Figure 1. Cells by drive strength.
(6 px per um)
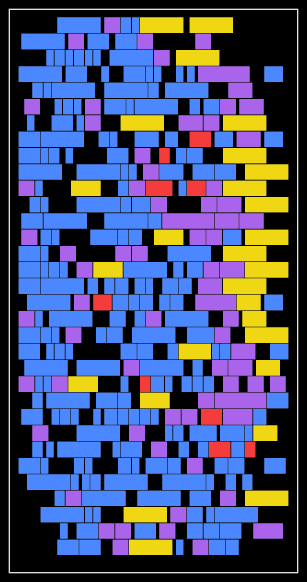
Figure 2. Ports around the boundary.
(6 px per um) Pins as bars across the die edge, other pins in gray.
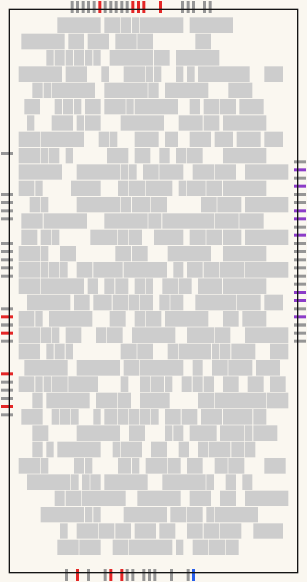
Figure 3. Gate-type map.
(6 px per um)
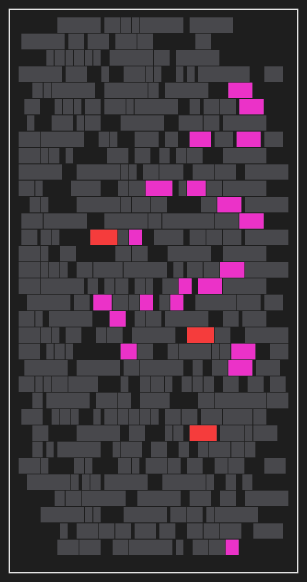
Figure 4. Placement view.
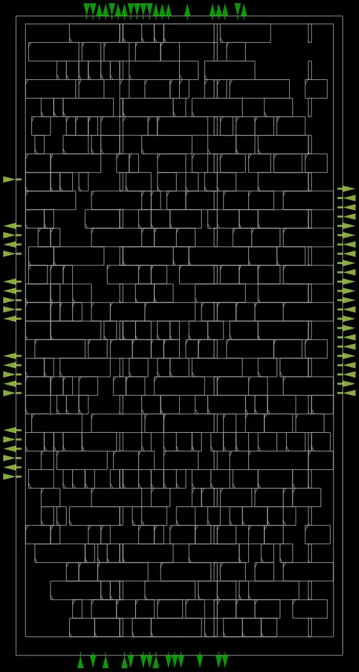
Design mands_frame_ctrl, sky130hd; sources not shown.
==> report_table.html <==
<!-- implementation run metrics -->
<table>
<tr><th>Metric</th><th>Value</th></tr>
<tr><th colspan="2">Run status</th></tr>
<tr><td>Outcome</td><td>finished, violations left</td></tr>
<tr><td>Failing checks</td><td>negative setup slack</td></tr>
<tr><th colspan="2">Floorplanning</th></tr>
<tr><td>Core utilization before placement</td><td>42.55%</td></tr>
<tr><th colspan="2">Layout</th></tr>
<tr><td>Final-stage net count</td><td>352</td></tr>
<tr><td>Filler instances</td><td>339</td></tr>
<tr><td>Fraction of layout cells with a size suffix above 1</td><td>33.54%</td></tr>
<tr><td>Number of flip-flops in the largest register</td><td>12</td></tr>
<tr><td>Antenna diode count</td><td>0</td></tr>
<tr><th colspan="2">Clocking</th></tr>
<tr><td>Number of CTS-inserted buffers</td><td>5</td></tr>
<tr><td>Library cell used as clock root buffer</td><td>clkbuf_8</td></tr>
<tr><td>Setup bufs post-CTS</td><td>5</td></tr>
<tr><td>Clock network latency to the later pin of the worst-skew pair</td><td>0.29 ns</td></tr>
<tr><th colspan="2">Flow run</th></tr>
<tr><td>Reported max-cap violation count</td><td>0</td></tr>
<tr><td>Number of OpenROAD warnings</td><td>29</td></tr>
<tr><th colspan="2">Global routing</th></tr>
<tr><td>Pin count of the biggest net entering global routing</td><td>21</td></tr>
<tr><td>Wire length of the first global-routing pass</td><td>7665 um</td></tr>
<tr><td>All-Layer GR Usage</td><td>24.29%</td></tr>
<tr><td>Met3 Usage GRT</td><td>4.247%</td></tr>
<tr><td>Total global routing overflow</td><td>0</td></tr>
<tr><td>Via count of the first global-routing pass</td><td>1,835</td></tr>
<tr><th colspan="2">Setup path</th></tr>
<tr><td>Arrival time at the worst endpoint</td><td>1.38 ns</td></tr>
<tr><td>Kind of start point of the critical path</td><td>input pin</td></tr>
<tr><td>Slowest cell on the critical path</td><td>or3b_4</td></tr>
<tr><td>Worst-path maximum fanout</td><td>3</td></tr>
<tr><td>Worst-case register-to-register setup slack</td><td>0.24 ns</td></tr>
<tr><td>Critical-path cell list</td><td>buf_8 &gt; or3b_4 &gt; nor2_4 &gt; buf_12</td></tr>
<tr><td>Total stage count of the critical path</td><td>4</td></tr>
<tr><td>Type of the worst setup path</td><td>input pin to primary output</td></tr>
<tr><th colspan="2">Placement</th></tr>
<tr><td>Setup slack at placement</td><td>-0.5653 ns</td></tr>
<tr><th colspan="2">Synthesis</th></tr>
<tr><td>Yosys aoi share</td><td>15.99%</td></tr>
<tr><td>Top FF cell, synth</td><td>dfxtp_1</td></tr>
<tr><td>Post-synthesis area per instance</td><td>8.008 um^2</td></tr>
<tr><td>Largest family of logic cells by area</td><td>simple AND/OR/NAND/NOR gates</td></tr>
<tr><td>Area share, top type</td><td>43.02%</td></tr>
<tr><td>XOR/XNOR Fraction of Synth Area</td><td>0.5087%</td></tr>
<tr><td>Post-synthesis cell count</td><td>215</td></tr>
<tr><td>Most common library cells after synthesis</td><td>nand2_1 (45), dfxtp_1 (37), a21oi_1 (30)</td></tr>
<tr><td>Sequential area share after synthesis</td><td>43.02%</td></tr>
<tr><td>Most area-hungry cell type in the Yosys netlist</td><td>dfxtp_1</td></tr>
<tr><td>Adder-cell area share of the yosys netlist</td><td>2.180%</td></tr>
<tr><td>Summed instance area of the synthesized netlist</td><td>1722 um^2</td></tr>
<tr><td>Chip Area, Yosys</td><td>1722 um^2</td></tr>
<tr><td>EDFF count, synth</td><td>0</td></tr>
<tr><th colspan="2">Power and ir drop</th></tr>
<tr><td>Fraction of power consumed by the clock network</td><td>33.8%</td></tr>
<tr><td>Power density cells</td><td>517.6 nW/um^2</td></tr>
<tr><td>Highest ir drop seen on vdd</td><td>571.0 uV</td></tr>
<tr><td>Pleak</td><td>1.169 nW</td></tr>
<tr><th colspan="2">Detailed routing</th></tr>
<tr><td>Drt wl/cell</td><td>14.15 um</td></tr>
<tr><td>Post-detailed-route via-to-cell ratio</td><td>5.179</td></tr>
<tr><th colspan="2">STA</th></tr>
<tr><td>Remaining max-slew budget at the tightest pin</td><td>72.42%</td></tr>
<tr><td>Setup repair after global routing missed its margin</td><td>true</td></tr>
<tr><td>PnR worst setup slack</td><td>-0.05037 ns</td></tr>
<tr><td>Final hold violations</td><td>0</td></tr>
<tr><td>Final worst clock skew</td><td>0.004201 ns</td></tr>
<tr><td>Share of the clock period used by the worst path</td><td>102.7%</td></tr>
<tr><td>Fmax</td><td>0.5127 GHz</td></tr>
<tr><td>Shortest clock period the worst path allows after layout</td><td>1.950 ns</td></tr>
<tr><td>Setup-violating endpoint count in the final report</td><td>10</td></tr>
<tr><td>Post-route worst hold slack</td><td>0.4551 ns</td></tr>
<tr><th colspan="2">Min path</th></tr>
<tr><td>Type of the tightest min-delay check</td><td>flip-flop to flip-flop</td></tr>
</table>
Notes on Figure 1 above:
Key: red = x2 [cells 9, share 2.8%]; yellow = x6 and larger [cells 27, share 8.5%]; purple = x3 and x4 [cells 70, share 22%]; blue = x1 and smaller [cells 210, share 66%]
summed area of non-filler cells in the final layout: 3012 um^2
layout overhead on the synthesized area: 74.93%

Notes on Figure 2 above:
Key: red = res_sum [pins 12, direction output, edge 5 north, 4 west, 3 south]; purple = in_data [pins 8, direction input, edge east]; blue = busy [pins 1, direction output, edge south]
All pins by edge: 23 east, 21 west, 20 north, 14 south.
vertical die dimension: 93.64 um
number of I/O port buffers: 77

Notes on Figure 3 above:
Key: red = fa/ha/maj cells [cells 3, most used ha_1]; magenta = and/or cells [cells 20, most used and3_4]
fraction of standard cell area in multi-input logic: 32.41%
dominant logic cell type in the layout: buf_4
post-layout instance count excluding filler cells: 368

Notes on Figure 4 above:
Finished Core Util: 74.43%
placeable core area: 4046 um^2
sequential cell count: 37
fraction of standard cell area that is sequential: 24.97%
tap cell count: 52

metal layers:
| metal | share of wire [%] | vias up |
|---|---|---|
| met3 | 4.4 | 14 |
| met1 | 32 | 880 |
| met2 | 61 | 70 |
| met4 | 2.7 | 0 |
| li1 | - | 942 |
| met5 | 0 | - |
final cells by class:
cell class,count,area (um^2),share of cell area [%]
Timing Repair Buffer,107,1106,36.73
Multi-Input combinational cell,156,975.9,32.41
Sequential cell,37,752.0,24.97
Clock buffer,6,72.57,2.410
Tap cell,52,65.06,2.160
Inverter,8,30.03,0.9971
Clock inverter,2,10.01,0.3324
power groups by stage:
stage	combinational [mW]	sequential (mW)	clock, mW
after floorplan	0.0781	0.816	0
after detailed placement	0.231	0.803	0
after CTS	0.244	0.784	0.535
after global placement	0.227	0.803	0
final	0.248	0.784	0.527
after global routing	0.262	0.784	0.570
Power figures rest on the tool's default switching activity, not on a simulated workload.
